--- src/rtl/wb_dma_copier_if.sv ---
// Wishbone classic bus bundle: 32-bit address/data, byte selects, ack/err termination.
interface Wishbone;
  logic        cyc;
  logic        stb;
  logic        we;
  logic [31:0] adr;
  logic [31:0] dat_w;
  logic [3:0]  sel;
  logic [31:0] dat_r;
  logic        ack;
  logic        err;

  modport Controller (
    output cyc, stb, we, adr, dat_w, sel,
    input  dat_r, ack, err
  );

  modport Target (
    input  cyc, stb, we, adr, dat_w, sel,
    output dat_r, ack, err
  );
endinterface

--- src/rtl/wb_dma_copier.sv ---
// Word-by-word memory copier on a Wishbone classic bus: read one word, write it, repeat.
// Each bus cycle is bounded by a timeout; err or timeout aborts the whole transfer.
module wb_dma_copier #(
  parameter int LEN_W   = 16,
  parameter int TIMEOUT = 255
) (
  input  logic             i_clk,
  input  logic             i_rst_n,
  Wishbone.Controller      wb,
  input  logic [31:0]      i_src_addr,
  input  logic [31:0]      i_dst_addr,
  input  logic [LEN_W-1:0] i_len,
  input  logic             i_start,
  output logic             o_busy,
  output logic             o_done,
  output logic             o_err,
  output logic [LEN_W-1:0] o_count
);

  localparam int TMO_W = (TIMEOUT < 2) ? 1 : $clog2(TIMEOUT);

  localparam logic [1:0] IDLE   = 2'd0;
  localparam logic [1:0] READ   = 2'd1;
  localparam logic [1:0] WRITE  = 2'd2;
  localparam logic [1:0] FINISH = 2'd3;

  logic [1:0]       state;
  logic [31:0]      src;
  logic [31:0]      dst;
  logic [LEN_W-1:0] len;
  logic [31:0]      rd_buf;
  logic [TMO_W-1:0] tmo;
  logic             cyc;
  logic             stb;
  logic             we;
  logic [31:0]      adr;
  logic [31:0]      dat_w;
  logic [3:0]       sel;

  logic [LEN_W-1:0] count_inc;
  logic             tmo_hit;
  logic             bus_fault;
  logic             read_ack;

  function automatic logic [31:0] word_addr(input logic [31:0] base, input logic [LEN_W-1:0] idx);
    return base + (32'(idx) << 2);
  endfunction

  assign count_inc = o_count + 1'b1;
  assign tmo_hit   = (tmo == TMO_W'(TIMEOUT - 1));
  // err wins over a simultaneous ack; a late ack on the last timeout cycle still counts
  assign bus_fault = stb && (wb.err || (!wb.ack && tmo_hit));
  assign read_ack  = (state == READ) && stb && wb.ack && !wb.err;

  assign wb.cyc   = cyc;
  assign wb.stb   = stb;
  assign wb.we    = we;
  assign wb.adr   = adr;
  assign wb.dat_w = dat_w;
  assign wb.sel   = sel;

  always_ff @(posedge i_clk) begin
    if (read_ack) rd_buf <= wb.dat_r;
  end

  always_ff @(posedge i_clk or negedge i_rst_n) begin
    if (!i_rst_n) begin
      state   <= IDLE;
      src     <= '0;
      dst     <= '0;
      len     <= '0;
      tmo     <= '0;
      cyc     <= 1'b0;
      stb     <= 1'b0;
      we      <= 1'b0;
      adr     <= '0;
      dat_w   <= '0;
      sel     <= '0;
      o_busy  <= 1'b0;
      o_done  <= 1'b0;
      o_err   <= 1'b0;
      o_count <= '0;
    end else begin
      o_done <= 1'b0;
      case (state)
        IDLE, FINISH: begin
          state <= IDLE;
          if (i_start) begin
            src     <= i_src_addr & ~32'h3;
            dst     <= i_dst_addr & ~32'h3;
            len     <= i_len;
            o_count <= '0;
            o_err   <= 1'b0;
            if (i_len == '0) begin
              state  <= FINISH;
              o_done <= 1'b1;
            end else begin
              state  <= READ;
              o_busy <= 1'b1;
              cyc    <= 1'b1;
              stb    <= 1'b1;
              we     <= 1'b0;
              sel    <= 4'hF;
              adr    <= i_src_addr & ~32'h3;
              tmo    <= '0;
            end
          end
        end
        READ, WRITE: begin
          if (!stb) begin
            // idle gap after the previous ack: launch the next bus cycle
            cyc   <= 1'b1;
            stb   <= 1'b1;
            sel   <= 4'hF;
            tmo   <= '0;
            we    <= (state == WRITE);
            adr   <= (state == WRITE) ? word_addr(dst, o_count) : word_addr(src, o_count);
            dat_w <= rd_buf;
          end else if (bus_fault) begin
            cyc    <= 1'b0;
            stb    <= 1'b0;
            o_err  <= 1'b1;
            o_done <= 1'b1;
            o_busy <= 1'b0;
            state  <= FINISH;
          end else if (wb.ack) begin
            cyc <= 1'b0;
            stb <= 1'b0;
            if (state == READ) begin
              state <= WRITE;
            end else begin
              o_count <= count_inc;
              if (count_inc == len) begin
                state  <= FINISH;
                o_done <= 1'b1;
                o_busy <= 1'b0;
              end else begin
                state <= READ;
              end
            end
          end else begin
            tmo <= tmo + 1'b1;
          end
        end
        default: state <= IDLE;
      endcase
    end
  end

endmodule

--- src/flat_wrapper.sv ---
// flat-port wrapper written by rule: the top's interface ports become plain ports
module wb_dma_copier_flat 
#(
  parameter int LEN_W   = 16,
  parameter int TIMEOUT = 255
)
  (i_clk, i_rst_n, i_src_addr, i_dst_addr, i_len, i_start, o_busy, o_done, o_err, o_count, wb_cyc, wb_stb, wb_we, wb_adr, wb_dat_w, wb_sel, wb_dat_r, wb_ack, wb_err);
  Wishbone wb_i ();
  input  logic i_clk;
  input  logic i_rst_n;
  input  logic [31:0] i_src_addr;
  input  logic [31:0] i_dst_addr;
  input  logic [LEN_W-1:0] i_len;
  input  logic i_start;
  output logic o_busy;
  output logic o_done;
  output logic o_err;
  output logic [LEN_W-1:0] o_count;
  output wire logic [$bits(wb_i.cyc)-1:0] wb_cyc;
  output wire logic [$bits(wb_i.stb)-1:0] wb_stb;
  output wire logic [$bits(wb_i.we)-1:0] wb_we;
  output wire logic [$bits(wb_i.adr)-1:0] wb_adr;
  output wire logic [$bits(wb_i.dat_w)-1:0] wb_dat_w;
  output wire logic [$bits(wb_i.sel)-1:0] wb_sel;
  input wire logic [$bits(wb_i.dat_r)-1:0] wb_dat_r;
  input wire logic [$bits(wb_i.ack)-1:0] wb_ack;
  input wire logic [$bits(wb_i.err)-1:0] wb_err;
  assign wb_cyc = wb_i.cyc;
  assign wb_stb = wb_i.stb;
  assign wb_we = wb_i.we;
  assign wb_adr = wb_i.adr;
  assign wb_dat_w = wb_i.dat_w;
  assign wb_sel = wb_i.sel;
  assign wb_i.dat_r = wb_dat_r;
  assign wb_i.ack = wb_ack;
  assign wb_i.err = wb_err;
  wb_dma_copier #(.LEN_W(LEN_W), .TIMEOUT(TIMEOUT)) u_core (.i_clk(i_clk), .i_rst_n(i_rst_n), .wb(wb_i), .i_src_addr(i_src_addr), .i_dst_addr(i_dst_addr), .i_len(i_len), .i_start(i_start), .o_busy(o_busy), .o_done(o_done), .o_err(o_err), .o_count(o_count));
endmodule
--- config.mk ---
export PLATFORM = sky130hd
export DESIGN_NAME = wb_dma_copier_flat
export DESIGN_NICKNAME = d
export VERILOG_FILES = /design/src/rtl/wb_dma_copier_if.sv /design/src/rtl/wb_dma_copier.sv /design/src/flat_wrapper.sv
export SDC_FILE = /design/constraint.sdc
export NUM_CORES = 1
export LEC_CHECK = 0
export CAP_MARGIN = 0
export CELL_PAD_IN_SITES_DETAIL_PLACEMENT = 0
export CELL_PAD_IN_SITES_GLOBAL_PLACEMENT = 1
export CORE_ASPECT_RATIO = 1.75
export CORE_MARGIN = 1.5
export CORE_UTILIZATION = 34
export CTS_BUF_LIST = sky130_fd_sc_hd__clkbuf_8
export CTS_CLUSTER_SIZE = 10
export DETAILED_ROUTE_END_ITERATION = 6
export PLACE_DENSITY_LB_ADDON = 0.2
export SKIP_LAST_GASP = 1
export SLEW_MARGIN = 25
export SYNTH_ARGS = -nofsm -noshare
export SYNTH_HDL_FRONTEND = slang
export SYNTH_SLANG_ARGS = --single-unit
--- constraint.sdc ---
create_clock -name i_clk -period 7.9 [get_ports i_clk]
set_input_delay 1.185 -clock i_clk [delete_from_list [all_inputs] [get_ports i_clk]]
set_output_delay 1.185 -clock i_clk [all_outputs]
set_load 0.01 [all_outputs]
run_1/m1.png
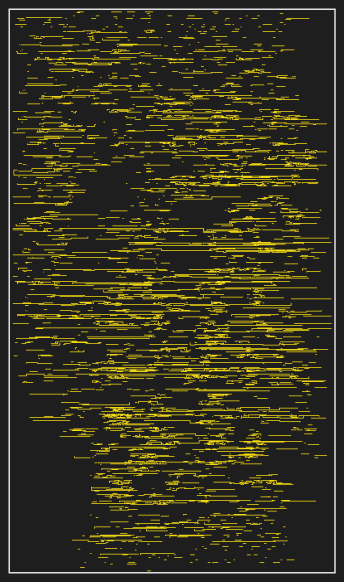
nets with wire on the layer: 1145
longest straight run: 51.1 um
wire length on this layer: 11300 um

run_1/ff_map.png
Other sequential cells in the stronger gray, the rest of the logic in the fainter gray.
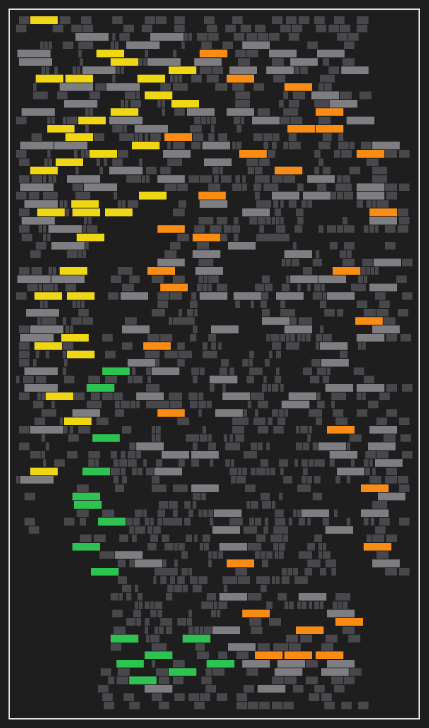
| signal | color | placed flops |
|---|---|---|
| `u_core.wb.dat_w` | yellow | 32 |
| `u_core.src` | orange | 30 |
| `u_core.len` | green | 16 |
not colored: 125
seq pwr: 1.74 mW
Finished Core Util: 0.4469
Seq area share: 0.4018
FF/Latch Area: 0.005240 mm2

==> results.cfg, run 1 <==
; implementation run metrics
[status]
status = finished, final reports clean

[floorplanning]
fp-utilization = 0.3443
io_pins = 207
die_h_um = 230.4
chipArea_mm2 = 0.03064
num_rows = 83
tapCellCount = 382
die_w_um = 133.0
design.core.area_mm2 = 0.02918

[clock_tree]
cts_tree = done
cts_buffers = 34
path_clk_slew_ns = 0.06
cts_sinks = 203
postCtsSetupBuffers = 0
htree_levels = 2
cts_buffer_depth = 3
cts.repair.resized = 0
cts_hold_buf = 0
clockRootBuffer = clkbuf_8

[cells_and_area]
nFlopsAndLatches = 203
lay_top_count = clkdlybuf4s50_1
n_clock_buffer = 39
final_cell_mix = clkdlybuf4s50_1, dfrtp_1, nand2_1, mux2_2, o21ai_0
reg.largest.list = u_core.rd_buf: 32 flops, u_core.wb.dat_w: 32 flops
final_layout_size_suffix_gt1_frac = 0.1437
antennaDiodeCount = 0
comb_area_mm2 = 0.004531
buf_share = 0.1594
nNetsFinal = 1278
final_cells = 1544
biggestCellCategory = flip-flops and latches
area_growth_pct = 29.77
fill_cells = 2808
clk_share = 0.05009
n_all_buffers = 210
comb-cell-share = 0.3474

[placed_design]
dp.final_hpwl_um = 20750
globalplace.congestion = 0.8198
place_worst_setup_slack_ns = 3.233
dp.cells = 1485
placed_area_mm2 = 0.01239
portBuffers = 200

[route]
drt_iter0_markers = 380
drc = 0
drt-wirelength-per-cell_um = 18.84
first_pass_iters = 5
routed_wirelength_um = 29090
ant_nets = 0
num_vias = 7786
avgViaCountPerCell = 5.043

[final_timing]
holdWs_ns = 0.4331
fin_crit_sh = 0.5599
fin_skew_ns = 0.02115
final-hold-violation-count = 0
worst_slew_pin_slew_ns = 0.9764
max_freq_ghz = 0.2261
max_slew_margin = 0.3490
tns_ns = 0
fin_ws_ns = 3.477

[run]
maxCapViolations = 0
tool_warnings = 32

[yosys]
synth.cellmix.simpleShare = 0.1517
top_cell_area_share = 0.4258
synth_warnings = 0
ys_ff = 203
synth_area_mm2 = 0.01005
yosys.cell_types.count = 70
mux_share = 0.1233
synth.top_cells.by_count = dfrtp_1, nand2_1, mux2_2, o21ai_0, nor2_1
ys_sh_adder = 0.02814
flop_cell = dfrtp_1
synth.most_common_cell = dfrtp_1
netlist_instances = 942
topCombFamilyByArea = simple AND/OR/NAND/NOR gates
ys_seq_share = 0.5215
ys_sh_aoi = 0.1097
avgSynthCellArea_um2 = 10.67
ys_cells = 942
async_flop_share = 0.8424
edf_count = 32
synth-area-yosys_mm2 = 0.01005

[power_and_ir_drop]
p_per_area_mw_per_mm2 = 385.6
seq_power_share = 0.347
switching_share = 0.3885
ir_worst_vdd_mv = 0.1715
power.total_mw = 5.029
p_comb_mw = 2.37
p_leak_nw = 5.472
p_clk_frac = 0.183
power.switching_mw = 1.954
pwr-share-comb = 0.471

[global_route]
grt_pass1_vias = 8110
grt_usage = 0.1935
grt_max_degree = 66
grt.overflow.total = 0

[worst_setup_path]
crit_chain = inv_1 > ha_2 > buf_4 > mux2_2 > ha_1 > inv_1 > fa_1 > nor2b_1 > o31a_1 > o31ai_1 > a21boi_0 > o31ai_1 > mux2i_1 > nand3_1
path_delay_family = AND-OR/OR-AND gates
rr_startpoint = u_core.state[0]
cp.arrival_ns = 4.84
cpPeakStageDelay_ns = 0.62
path_class = flip-flop to flip-flop
end_kind = flip-flop
crit_buf_inv = 3
crit_start = u_core.state[0]
crit_slowest_cell = ha_2

[min_path]
hold_start = u_core.rd_buf[31]
min_path_type = flip-flop to flip-flop
run_1/clock_wires.png
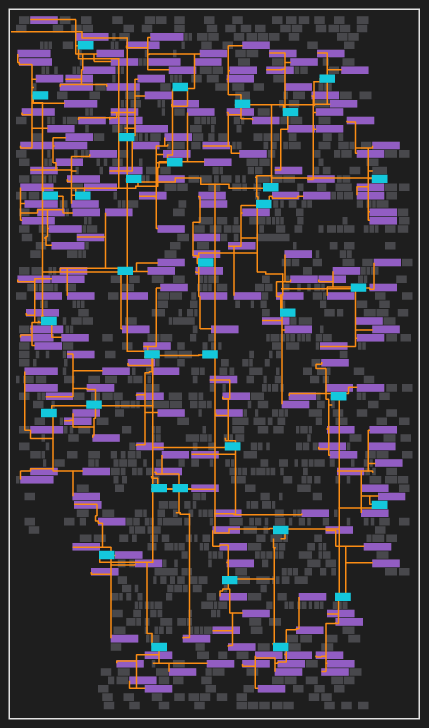
[flip-flops] purple | count: 203
[clock wires] orange | length: 3190 um
[clock-net drivers] cyan | count: 34
routed clock nets: 35
flops lie: spread over the die
clk pwr: 0.919 mW
Late-Pin Clk Latency: 0.54 ns

run 1: routing by layer:
layer,up-vias,share of wire,global-route usage
li1,3753,-,-
met1,3782,0.39,0.2181
met2,190,0.53,0.3542
met3,61,0.045,0.03623
met4,0,0.037,0.08104
met5,-,0,0
run 1: worst paths after layout:
| check | to | cells past startpoint | slack (ns) |
|---|---|---|---|
| setup / recovery | u_core.wb.adr[20] | 14 | 3.48 |
| hold / removal | u_core.wb.dat_w[31] | 2 | 0.43 |
| setup reg to reg | u_core.wb.adr[20] | 14 | 3.48 |
| hold reg to reg | u_core.wb.dat_w[31] | 2 | 0.43 |
| max in group asynchronous | u_core.src[8] | 2 | 6.02 |
| min in group asynchronous | u_core.dst[20] | 1 | 0.60 |
run_1/congestion_map.png
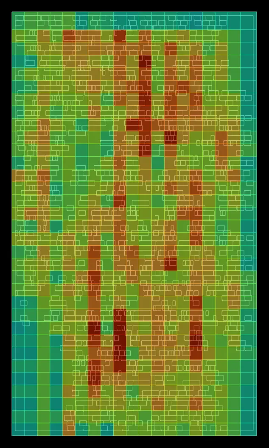

--- run 2 (diff from run 1) ---
==> constraint.sdc (replaced) <==
create_clock -name i_clk -period 4.6 [get_ports i_clk]
set_input_delay 0.69 -clock i_clk [delete_from_list [all_inputs] [get_ports i_clk]]
set_output_delay 0.69 -clock i_clk [all_outputs]
set_load 0.01 [all_outputs]
run_2/congestion_map.png
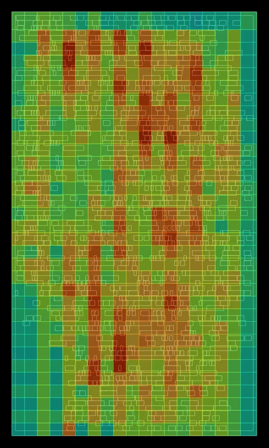
Finished Core Util: 0.4506
met2 usage: 0.3561
Routed wire per std cell: 18.86 um
routing usage on met1: 0.2190
Most Used Layer, Global Route: met2

==> run 2 against run 1 <==
  * Synthesized cell count unchanged
  * Area after synthesis unchanged
  * Combinational power is 73% higher
  * Setup slack got worse by 2.7 ns
  * Routed wire length increased by 0.36%
==> results.cfg, run 2 <==
; implementation run metrics
[status]
status = finished, final reports clean

[worst_setup_path]
crit_chain = inv_1 > ha_2 > buf_4 > mux2_2 > ha_1 > a211oi_1 > o211ai_1 > nand4b_1 > a31oi_1 > buf_4 > o21ai_1 > or4_1 > nand3_1
crit_buf_inv = 3
path_class = flip-flop to flip-flop
r2r_end = u_core.wb.adr[23]
startpoint_type = flip-flop
reg2reg_depth = 13
crit_start = u_core.state[0]
critPathMostFrequentCell = buf_4
crit_required_ns = 5.08
crit_cells = 13
path_delay_family = adder cells
end_kind = flip-flop
r2r_slack_ns = 0.75
crit_slowest_cell = or4_1
cpPeakStageDelay_ns = 0.53
endpoint = u_core.wb.adr[23]
path_max_fanout = 16
rr_startpoint = u_core.state[0]
cp.arrival_ns = 4.33

[global_route]
antenna_found_initial = 0
grt_pass1_vias = 8060
grt_usage = 0.1930
grt_max_degree = 74
met3_usage = 0.03975
grt.overflow.total = 0
grt_first_pass_wirelength_um = 45750

[min_path]
min_path_type = input port to async pin

[cells_and_area]
reg.largest.list = u_core.rd_buf: 32 flops, u_core.wb.dat_w: 32 flops
flop_area_mm2 = 0.005240
fin_area_mm2 = 0.01315
fill_cells = 2842
area_growth_pct = 30.87
lay_top_count = clkdlybuf4s50_1
final_layout_size_suffix_gt1_frac = 0.1509
antennaDiodeCount = 0
nNetsFinal = 1283
final_cell_mix = clkdlybuf4s50_1, dfrtp_1, nand2_1, mux2_2, o21ai_0
comb_area_mm2 = 0.004539

[route]
routed_wirelength_um = 29190
num_vias = 7804
ant_nets = 0
top_layer_used = met4
first_pass_iters = 4
drt_iter0_markers = 364
wl_met1_um = 11520
avgViaCountPerCell = 5.041
route.met2.wl_um = 15550
drc = 0
wl_met3_um = 1328

[power_and_ir_drop]
seq_power_share = 0.341
powerClk_mw = 1.70
ir_worst_vdd_mv = 0.3485
p_clk_frac = 0.194
p_seq_mw = 3.00
cellInternalPower_mw = 5.411
p_comb_mw = 4.09
p_leak_nw = 5.513
power.total_mw = 8.796
p_per_area_mw_per_mm2 = 668.9
pwr-share-comb = 0.465
power.switching_mw = 3.385
power-top-group = combinational cells
switching_share = 0.3849

[final_timing]
max_freq_ghz = 0.2595
fin_skew_ns = 0.02349
setup_violations = 0
fin_crit_sh = 0.8377
final-hold-violation-count = 0
maxSlewViolCount = 0
worst_slew_pin_slew_ns = 0.7212
rsz0062_at_grt = no
fin_crit_ns = 3.854
max_slew_margin = 0.5181
tns_ns = 0

[run]
maxCapViolations = 0
tool_warnings = 32

[clock_tree]
cts_buffers = 34
cts_sinks = 203
postCtsSetupBuffers = 0
htree_levels = 2
clock_latency_ns = 0.55
cts.repair.resized = 0
path_clk_slew_ns = 0.06
cts_hold_buf = 0
cts_tree = done
clockRootBuffer = clkbuf_8
cts_buffer_depth = 3

[yosys]
synth_warnings = 0
ys_seq_share = 0.5215
avgSynthCellArea_um2 = 10.67
ys_sh_adder = 0.02814
mux_share = 0.1233
synth.most_common_cell = dfrtp_1
synth-area-yosys_mm2 = 0.01005
synth_area_mm2 = 0.01005
yosys.cell_types.count = 70
edf_count = 32
ys_ff = 203
ys_sh_aoi = 0.1097
netlist_instances = 942
synth.top_cells.by_count = dfrtp_1, nand2_1, mux2_2, o21ai_0, nor2_1
synth.area.top_cells = dfrtp_1, mux2_2, edfxtp_1, nand2_1, o21ai_0
top_cell_area_share = 0.4258
top_area_cell = dfrtp_1
flop_cell = dfrtp_1
xor_area_frac = 0.03486
ys_cells = 942
topCombFamilyByArea = simple AND/OR/NAND/NOR gates
async_flop_share = 0.8424
synth.cellmix.simpleShare = 0.1517

[floorplanning]
num_rows = 83
chipArea_mm2 = 0.03064
io_pins = 207
fp-utilization = 0.3443
design.core.area_mm2 = 0.02918
die_w_um = 133.0
die_h_um = 230.4

[placed_design]
portBuffers = 200
globalplace.congestion = 0.8333
dp.final_hpwl_um = 21050
placed_area_mm2 = 0.01245
run_2/m1.png
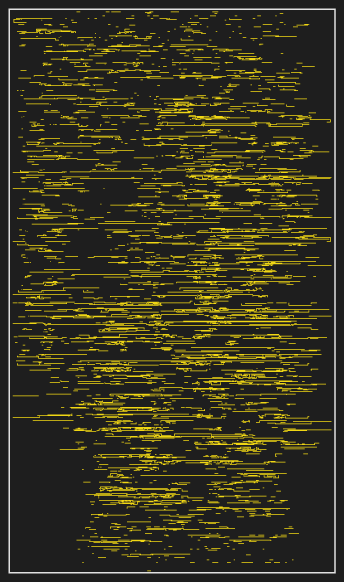
main direction: horizontal
share of all routed wire: 39%
wire length on this layer: 11500 um

-- run 2: metrics by stage --
stage,setup WS [ns],instances,util,hold slack (ns)
6_report,0.7464,1548,0.4506,0.08900
3_5_place_dp,0.7486,1490,0.4265,0.4241
4_1_cts,0.7326,1548,0.4506,0.05201
5_1_grt,0.5305,1548,0.4506,0.08747
3_3_place_gp,0.7364,1490,0.4262,0.4167
2_1_floorplan,0.7340,943,-,0.3944
-- run 2: area by class of cell --
cell class	instances	area share
inverter	16	0.004567
timing repair buffer	215	0.1618
multi-input combinational	674	0.3452
tap	382	0.03635
clock buffer	41	0.04291
clock inverter	17	0.01066
sequential	203	0.3985
run_2/port_trees.png
Bar = 50 um.
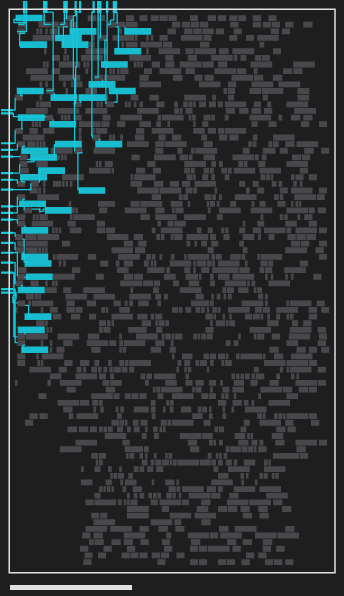

--- run 3 (diff from run 2) ---
==> constraint.sdc (replaced) <==
create_clock -name i_clk -period 3.46 [get_ports i_clk]
set_input_delay 0.519 -clock i_clk [delete_from_list [all_inputs] [get_ports i_clk]]
set_output_delay 0.519 -clock i_clk [all_outputs]
set_load 0.01 [all_outputs]
run_3/port_trees.png
Bar = 50 um.
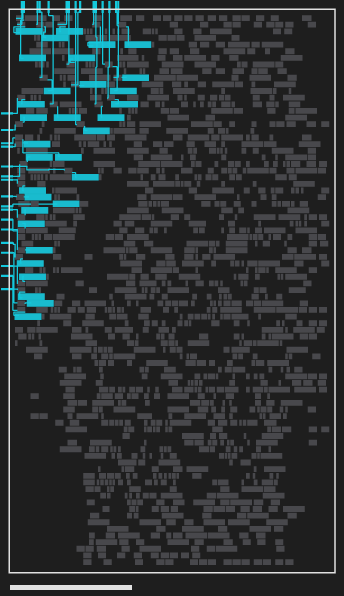
| port | color | bits | direction | end cells | buffers | wire |
|---|---|---|---|---|---|---|
| `wb_dat_r` | cyan | 32 | input | 32 | 32 | 683 um |
number of port buffers: 200
I/O pins: 207

run_3/congestion_map.png
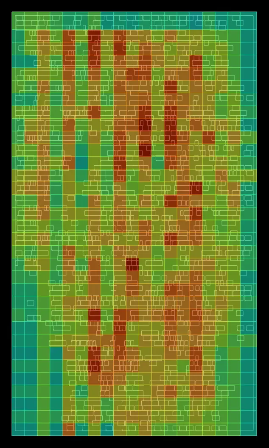
GRT Util Overall: 0.1964
met2 usage: 0.3677
routing usage on met1: 0.2159
Routed wire per std cell: 18.91 um
Finished Core Util: 0.4544

==> run 3 against run 2 <==
  * Critical path depth is the same
  * Combinational power is 37% higher
  * Non-clock buffer count is 14 higher
  * First-iteration DRC count fell by 21%
  * Utilization increased by 0.38 points
  * Synthesized cell count stayed put
  * Clock skew rose by 0.0090 ns
==> results.cfg, run 3 <==
; implementation run metrics
[clock_tree]
cts_sinks = 203
cts_buffer_depth = 3
cts.repair.resized = 0
cts_hold_buf = 1
postCtsSetupBuffers = 0
cts_buffers = 34
htree_levels = 2
clock_latency_ns = 0.57

[yosys]
ys_sh_adder = 0.02814
synth.most_common_cell = dfrtp_1
ys_sh_aoi = 0.1097
edf_count = 32
netlist_instances = 942
async_flop_share = 0.8424
xor_area_frac = 0.03486
top_cell_area_share = 0.4258
ys_seq_share = 0.5215
synth.area.top_cells = dfrtp_1, mux2_2, edfxtp_1, nand2_1, o21ai_0
ys_ff = 203
topCombFamilyByArea = simple AND/OR/NAND/NOR gates
avgSynthCellArea_um2 = 10.67
yosys.cell_types.count = 70

[power_and_ir_drop]
cellInternalPower_mw = 7.089
p_leak_nw = 5.577
ir_worst_vdd_mv = 0.4568
p_clk_frac = 0.176
p_per_area_mw_per_mm2 = 877.6
seq_power_share = 0.342

[worst_setup_path]
crit_slowest_cell = dfrtp_1
crit_start = u_core.state[0]
r2r_end = u_core.wb.adr[12]
end_kind = flip-flop
path_max_fanout = 6
cp.arrival_ns = 3.64
reg2reg_depth = 13
critPathMostFrequentCell = o31a_1
crit_chain = inv_1 > ha_4 > mux2_2 > ha_1 > inv_1 > fa_1 > nor2b_1 > o31a_1 > o31a_1 > o31a_1 > or3_1 > a31oi_1 > o21ai_0
path_class = flip-flop to flip-flop
crit_cells = 13

[floorplanning]
die_h_um = 230.4
chipArea_mm2 = 0.03064
fp-utilization = 0.3443
num_rows = 83

[final_timing]
setup_violations = 0
max_freq_ghz = 0.3108
maxSlewViolCount = 0
fin_ws_ns = 0.2426
max_slew_margin = 0.3475
fin_crit_ns = 3.217
worst_slew_pin_slew_ns = 0.9787

[route]
ant_nets = 0
routed_wirelength_um = 29600
drt_iter0_markers = 288
wl_met3_um = 1388
num_vias = 7870
drc = 0
route.met2.wl_um = 16020
first_pass_iters = 4
wl_met1_um = 11280

[global_route]
grt_first_pass_wirelength_um = 46280
grt_pass1_vias = 8220
met3_usage = 0.04084

[placed_design]
place_worst_setup_slack_ns = 0.04442

[min_path]
holdPathStages = 2
holdPathEnd = u_core.wb.dat_w[2]
min_path_type = flip-flop to flip-flop

[cells_and_area]
nNetsFinal = 1297
final_cell_mix = clkdlybuf4s50_1, dfrtp_1, nand2_1, mux2_2, o21ai_0
fill_cells = 2783
fin_area_mm2 = 0.01326
final_layout_size_suffix_gt1_frac = 0.1607
flop_area_mm2 = 0.005240

[status]
status = finished, final reports clean
==> run 3: final cells by class <==
class | instances | share of cell area
multi-input combinational | 674 | 0.3452
timing repair buffer | 229 | 0.1714
clock buffer | 38 | 0.03944
clock inverter | 22 | 0.008020
inverter | 16 | 0.004529
tap | 382 | 0.03604
antenna | 1 | 0.0001887
sequential | 203 | 0.3952
==> run 3: through the flow <==
step           total power [mW]  utilization  hold slack [ns]  instances
3_3_place_gp              9.587       0.4308           0.4174       1503
5_1_grt                   12.53       0.4543           0.4414       1564
6_report                  11.64       0.4544           0.4286       1565
3_5_place_dp              9.671       0.4308           0.4215       1503
4_1_cts                   11.78       0.4527           0.4294       1564
2_1_floorplan             7.375            -           0.2234        943
No activity file was given, so power comes from the tool's default toggle rates.
